==> src/rtl/lsu_pkg.sv <==
// Shared encodings for the load/store unit: RV32I width codes, FSM states and
// the latched request fields needed after the accept edge.
package lsu_pkg;

    localparam logic [2:0] LSU_B  = 3'b000;
    localparam logic [2:0] LSU_H  = 3'b001;
    localparam logic [2:0] LSU_W  = 3'b010;
    localparam logic [2:0] LSU_BU = 3'b100;
    localparam logic [2:0] LSU_HU = 3'b101;

    typedef enum logic [1:0] {
        LSU_IDLE   = 2'd0,
        LSU_ACCESS = 2'd1,
        LSU_WAIT   = 2'd2,
        LSU_RESP   = 2'd3
    } lsu_state_e;

    // Address and store data go straight into the memory-side registers,
    // so only what the load extract needs later is kept here.
    typedef struct packed {
        logic       we;
        logic [2:0] funct3;
        logic [1:0] off;
    } lsu_req_t;

endpackage

==> src/rtl/lsu_align.sv <==
// Combinational lane logic: legality check, store lane placement and
// load byte/half extraction with sign or zero extension.
module lsu_align
    import lsu_pkg::*;
(
    input  logic        we,
    input  logic [2:0]  funct3,
    input  logic [1:0]  off,
    input  logic [31:0] wdata,
    input  logic [31:0] rdata,
    output logic        err,
    output logic [3:0]  wmask,
    output logic [31:0] wdata_lane,
    output logic [31:0] rdata_ext
);

    logic [7:0]  rd_byte;
    logic [15:0] rd_half;

    assign rd_byte = rdata[8*off +: 8];
    assign rd_half = rdata[16*off[1] +: 16];

    always_comb begin
        err        = 1'b0;
        wmask      = 4'b0000;
        wdata_lane = wdata;
        if (we) begin
            case (funct3)
                LSU_B: begin
                    wmask      = 4'b0001 << off;
                    wdata_lane = {4{wdata[7:0]}};
                end
                LSU_H: begin
                    err        = off[0];
                    wmask      = 4'b0011 << off;
                    wdata_lane = {2{wdata[15:0]}};
                end
                LSU_W: begin
                    err        = |off;
                    wmask      = 4'b1111;
                end
                default: err = 1'b1;
            endcase
        end else begin
            case (funct3)
                LSU_B, LSU_BU: err = 1'b0;
                LSU_H, LSU_HU: err = off[0];
                LSU_W:         err = |off;
                default:       err = 1'b1;
            endcase
        end
    end

    always_comb begin
        case (funct3)
            LSU_B:   rdata_ext = {{24{rd_byte[7]}}, rd_byte};
            LSU_BU:  rdata_ext = {24'd0, rd_byte};
            LSU_H:   rdata_ext = {{16{rd_half[15]}}, rd_half};
            LSU_HU:  rdata_ext = {16'd0, rd_half};
            default: rdata_ext = rdata;
        endcase
    end

endmodule

==> src/rtl/lsu.sv <==
// Load/store unit in front of a single-port word memory with 1-cycle read
// latency: one request in flight, one-cycle response pulse.
module lsu
    import lsu_pkg::*;
#(
    parameter int ADDR_W = 32,
    parameter int DATA_W = 32
) (
    input  logic              clk,
    input  logic              rstn,
    input  logic              req_valid,
    output logic              req_ready,
    input  logic              req_we,
    input  logic [2:0]        req_funct3,
    input  logic [ADDR_W-1:0] req_addr,
    input  logic [DATA_W-1:0] req_wdata,
    output logic              resp_valid,
    output logic              resp_err,
    output logic [DATA_W-1:0] resp_rdata,
    output logic              mem_strb,
    output logic [ADDR_W-1:0] mem_addr,
    output logic [DATA_W-1:0] mem_wdata,
    output logic [3:0]        mem_wmask,
    input  logic [DATA_W-1:0] mem_rdata
);

    lsu_state_e  state, state_nxt;
    lsu_req_t    req_q;
    logic        accept;
    logic        idle;
    logic [3:0]  mask_q;

    logic        al_we;
    logic [2:0]  al_funct3;
    logic [1:0]  al_off;
    logic        al_err;
    logic [3:0]  al_wmask;
    logic [31:0] al_wdata;
    logic [31:0] al_rdata;

    assign idle      = (state == LSU_IDLE);
    assign req_ready = idle;
    assign accept    = req_valid && req_ready;

    // In IDLE the aligner looks at the live request (error and store lanes);
    // afterwards it works from the latched fields for the load extract.
    assign al_we     = idle ? req_we            : req_q.we;
    assign al_funct3 = idle ? req_funct3        : req_q.funct3;
    assign al_off    = idle ? req_addr[1:0]     : req_q.off;

    lsu_align u_align (
        .we         (al_we),
        .funct3     (al_funct3),
        .off        (al_off),
        .wdata      (req_wdata),
        .rdata      (mem_rdata),
        .err        (al_err),
        .wmask      (al_wmask),
        .wdata_lane (al_wdata),
        .rdata_ext  (al_rdata)
    );

    // Gating with rstn keeps a store in ACCESS from committing on a reset edge.
    assign mem_wmask = mask_q & {4{rstn}};

    always_ff @(posedge clk) begin
        if (!rstn) state <= LSU_IDLE;
        else       state <= state_nxt;
    end

    always_comb begin
        state_nxt = state;
        case (state)
            LSU_IDLE:   if (accept) state_nxt = al_err ? LSU_RESP : LSU_ACCESS;
            LSU_ACCESS: state_nxt = req_q.we ? LSU_RESP : LSU_WAIT;
            LSU_WAIT:   state_nxt = LSU_RESP;
            LSU_RESP:   state_nxt = LSU_IDLE;
            default:    state_nxt = LSU_IDLE;
        endcase
    end

    always_ff @(posedge clk) begin
        if (!rstn) begin
            req_q      <= '0;
            resp_valid <= 1'b0;
            resp_err   <= 1'b0;
            resp_rdata <= '0;
            mem_strb   <= 1'b0;
            mem_addr   <= '0;
            mem_wdata  <= '0;
            mask_q     <= 4'b0000;
        end else begin
            mem_strb   <= 1'b0;
            mask_q     <= 4'b0000;
            resp_valid <= (state_nxt == LSU_RESP);
            resp_err   <= 1'b0;
            resp_rdata <= '0;
            if (accept) begin
                req_q <= '{we: req_we, funct3: req_funct3, off: req_addr[1:0]};
                if (al_err) begin
                    resp_err <= 1'b1;
                end else begin
                    mem_strb  <= !req_we;
                    mask_q    <= req_we ? al_wmask : 4'b0000;
                    mem_addr  <= req_addr;
                    mem_wdata <= al_wdata;
                end
            end
            if (state == LSU_WAIT) resp_rdata <= al_rdata;
        end
    end

endmodule

==> config.mk <==
export PLATFORM = sky130hd
export DESIGN_NAME = lsu
export DESIGN_NICKNAME = d
export VERILOG_FILES = /design/src/rtl/lsu_pkg.sv /design/src/rtl/lsu_align.sv /design/src/rtl/lsu.sv
export SDC_FILE = /design/constraint.sdc
export NUM_CORES = 1
export LEC_CHECK = 0
export ABC_AREA = 1
export CAP_MARGIN = 30
export CORE_MARGIN = 3
export CORE_UTILIZATION = 48
export DETAILED_ROUTE_END_ITERATION = 10
export PLACE_DENSITY_LB_ADDON = 0.08
export SLEW_MARGIN = 20
export SYNTH_ARGS = -nofsm -noshare
export SYNTH_HDL_FRONTEND = slang
export SYNTH_SLANG_ARGS = --single-unit
==> constraint.sdc <==
create_clock -name clk -period 2.9 [get_ports clk]
set_input_delay 0.58 -clock clk [delete_from_list [all_inputs] [get_ports clk]]
set_output_delay 0.58 -clock clk [all_outputs]
set_load 0.005 [all_outputs]
### Port wiring

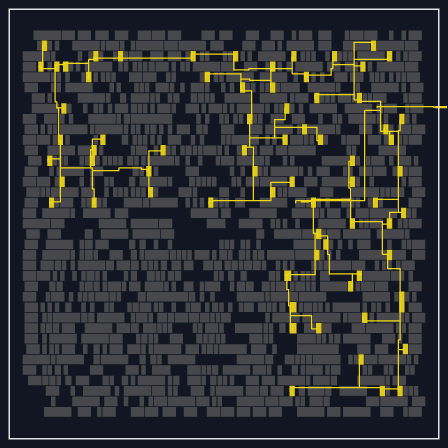
yellow -> rstn  # direction input, end cells 72, buffers 2, wire 732 µm
Boundary Pins: 207
IO Port Bufs: 206

### Cell classes on the final placement

Fill, decap, tap and diode cells in gray.
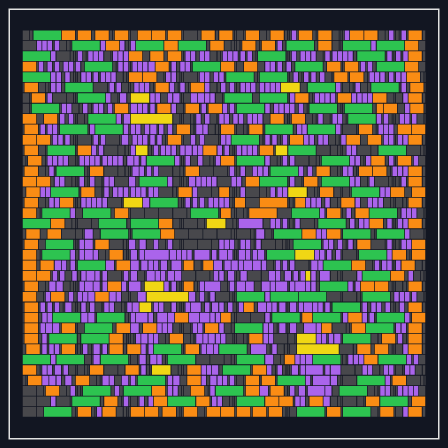
orange -> other buffers and delay cells  # cells 220, share of their area 29%
green -> flip-flops  # cells 111, share of their area 30%
purple -> all other logic  # cells 684, share of their area 38%
yellow -> clock drivers and dummy loads  # cells 16, share of their area 3.3%

### Cell placement

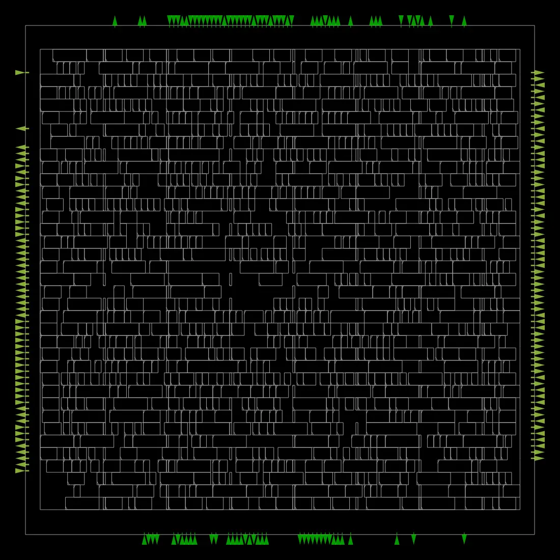
non-filler cells, final: 1167
Well Taps: 136

### Met2 routing

Cells faint in the background.
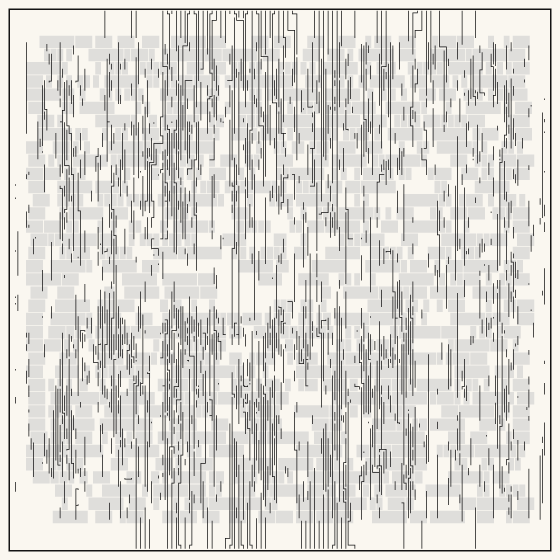
wire length on this layer = 6790 µm
nets with wire on the layer = 827
Via Count: 5443
routing usage on met2: 38.1%
final WL: 15.0 mm

==> impl_metrics.yaml <==
# yosys + openroad results
status:
  status: "completed"
synth:
  ys_chip_area_mm2: 0.00532
  top_cells_by_area: "dfxtp_1 42%, nand2_1 20%, nor2_1 11%, inv_1 9.2%, o21ai_0 3.1%"
  yosysCellCount: 836
  synth_cell_types: 27
  yosysWarnings: 0
  synthTopCellsByCount: "278 x nand2_1, 153 x nor2_1, 131 x inv_1"
  netlist_area_mm2: 0.00532
  adder_share_pct: 0.706
  ys_sh_xor_pct: 0
  synthMostInstantiatedCell: "nand2_1"
  synthCells: 836
  synth-edff-count: 0
  syn_avg_cell_area_um2: 6.36
  ys_ff: 111
  ys_async_sr_fraction_pct: 0
  ys_seq_share_pct: 41.8
  top_cell_area_share_pct: 41.8
  yosys.area_share.simple_pct: 35.4
  syn_nets: 942
  ff_type: "dfxtp_1"
  mux_area_share_pct: 0
power_and_ir_drop:
  pg_clk_mw: 1.12
  powerComb_mw: 4.25
  p_leak_nw: 3.87
  combPwrFrac_pct: 55.5
  power_switching_mw: 3.15
  power_leader: "combinational logic"
  p_per_area_mw_per_mm2: 999
  total_power_mw: 7.66
  seqPwrFrac_pct: 29.9
  p_int_mw: 4.51
  p_seq_mw: 2.29
  pwr-share-clk_pct: 14.6
  swShare_pct: 41.1
clock_tree:
  cts_buffers: 9
  clkLatencyLatePin_ps: 380
  cts_hold_buf: 0
  clock_sinks: 111
  cts_tree: "done"
  cts_setup_buffers: 0
  ctsRootBufferMaster: "clkbuf_8"
  clkTransAtPathRegs_ps: 110
  cts_resized: 0
  h-tree-depth: 3
  clock_path_buffers: 2
final_timing:
  finalSetupTns_ps: 0
  fin_crit_sh_pct: 84.3
  clock.fmax_mhz: 409
  setup_viol: 0
  grt_setup_unrepaired: "false"
  worst_clock_skew_ps: 10.5
  worst_slew_pin_slew_ps: 674
  slew_headroom_pct: 55.1
  hold_viol: 0
  holdWs_ps: 480
  fin_crit_ps: 2450
  setup_ws_ps: 455
  timing.final.max_slew_violations: 0
critical_path:
  critPathSlowestCell: "dfxtp_1"
  critPathRequiredTime_ps: 3180
  cp_cell_sequence: "inv_1, ha_1, inv_2, nand2_2, nand2_4, nor2_4, nand4_1, nand2_1, inv_2, nand3_4, buf_12, nand2_1, nand2_1, nor2_1"
  r2r-end: "mem_wdata[10]"
  path_buffers: 4
  r2r_setup_slack_ps: 450
  start_kind: "flop"
  critPathLaunch: "state[0]"
  rr_worst_depth: 14
  max_stage_delay_ps: 340
  r2r_start: "state[0]"
  worstSetupPathType: "reg2reg"
  cp-endpoint: "mem_wdata[10]"
  crit_fanout: 78
  endpoint_kind: "flop"
  cp.arrival_ps: 2730
  cpMostUsedCell: "nand2_1"
  path_delay_family: "simple AND/OR/NAND/NOR gates"
  path_depth: 14
worst_hold_path:
  hold_end: "req_q[4]"
  hold_path_class: "reg2reg"
  holdPathStages: 2
  hold_start: "req_q[4]"
placement:
  place_inst: 1151
  gp_congestion: 0.899
  hpwl_mm: 11.0
  place_ws_ps: 362
detailed_routing:
  drc: 0
  wire_per_inst_um: 12.9
  dr.pass1.iters: 5
  antenna_left: 0
  wl_met3_mm: 1.20
  via_per_inst: 4.66
  m1WireLength_mm: 6.74
  top_layer: "met4"
  drt_iter0_markers: 370
final_layout:
  utilization_pct: 72.7
  final-comb-area_mm2: 0.00234
  comb_area_share_pct: 30.5
  areaGrowthSynthToFinish_pct: 44.1
  fin_area_mm2: 0.00767
  nClkBuffers: 10
  mostFrequentLayoutCell: "nand2_1"
  layout.nets: 1132
  regArea_mm2: 0.00222
  seq_share_pct: 29.0
  drive_gt1_share_pct: 4.56
  nFillCells: 954
  antennaDiodeCount: 0
  comb_cells: 550
  seq_cells: 111
  n_all_buffers: 220
  bufAreaShareNonClock_pct: 28.5
  final_cell_mix: "278 x nand2_1, 205 x clkdlybuf4s50_1, 153 x nor2_1"
  top_regs: "mem_addr (32), mem_wdata (32), resp_rdata (32)"
  final-clk-cell-share_pct: 3.18
global_route:
  grt_overflow_total: 0
  grt_max_degree: 79
  use_met1_pct: 31.7
  grt_antenna_before_repair: 0
  grt_use_total_pct: 23.8
  top_usage_layer: "met2"
  grtUsageMet3_pct: 5.68
die:
  dieArea_mm2: 0.0124
  coreArea_mm2: 0.0106
  fp_util_pct: 50.4
  die_w_um: 111
  rows: 37
  die_h_um: 111
job:
  cap_violations: 0
  warnings: 28
Power is estimated from default activity; no workload was simulated.
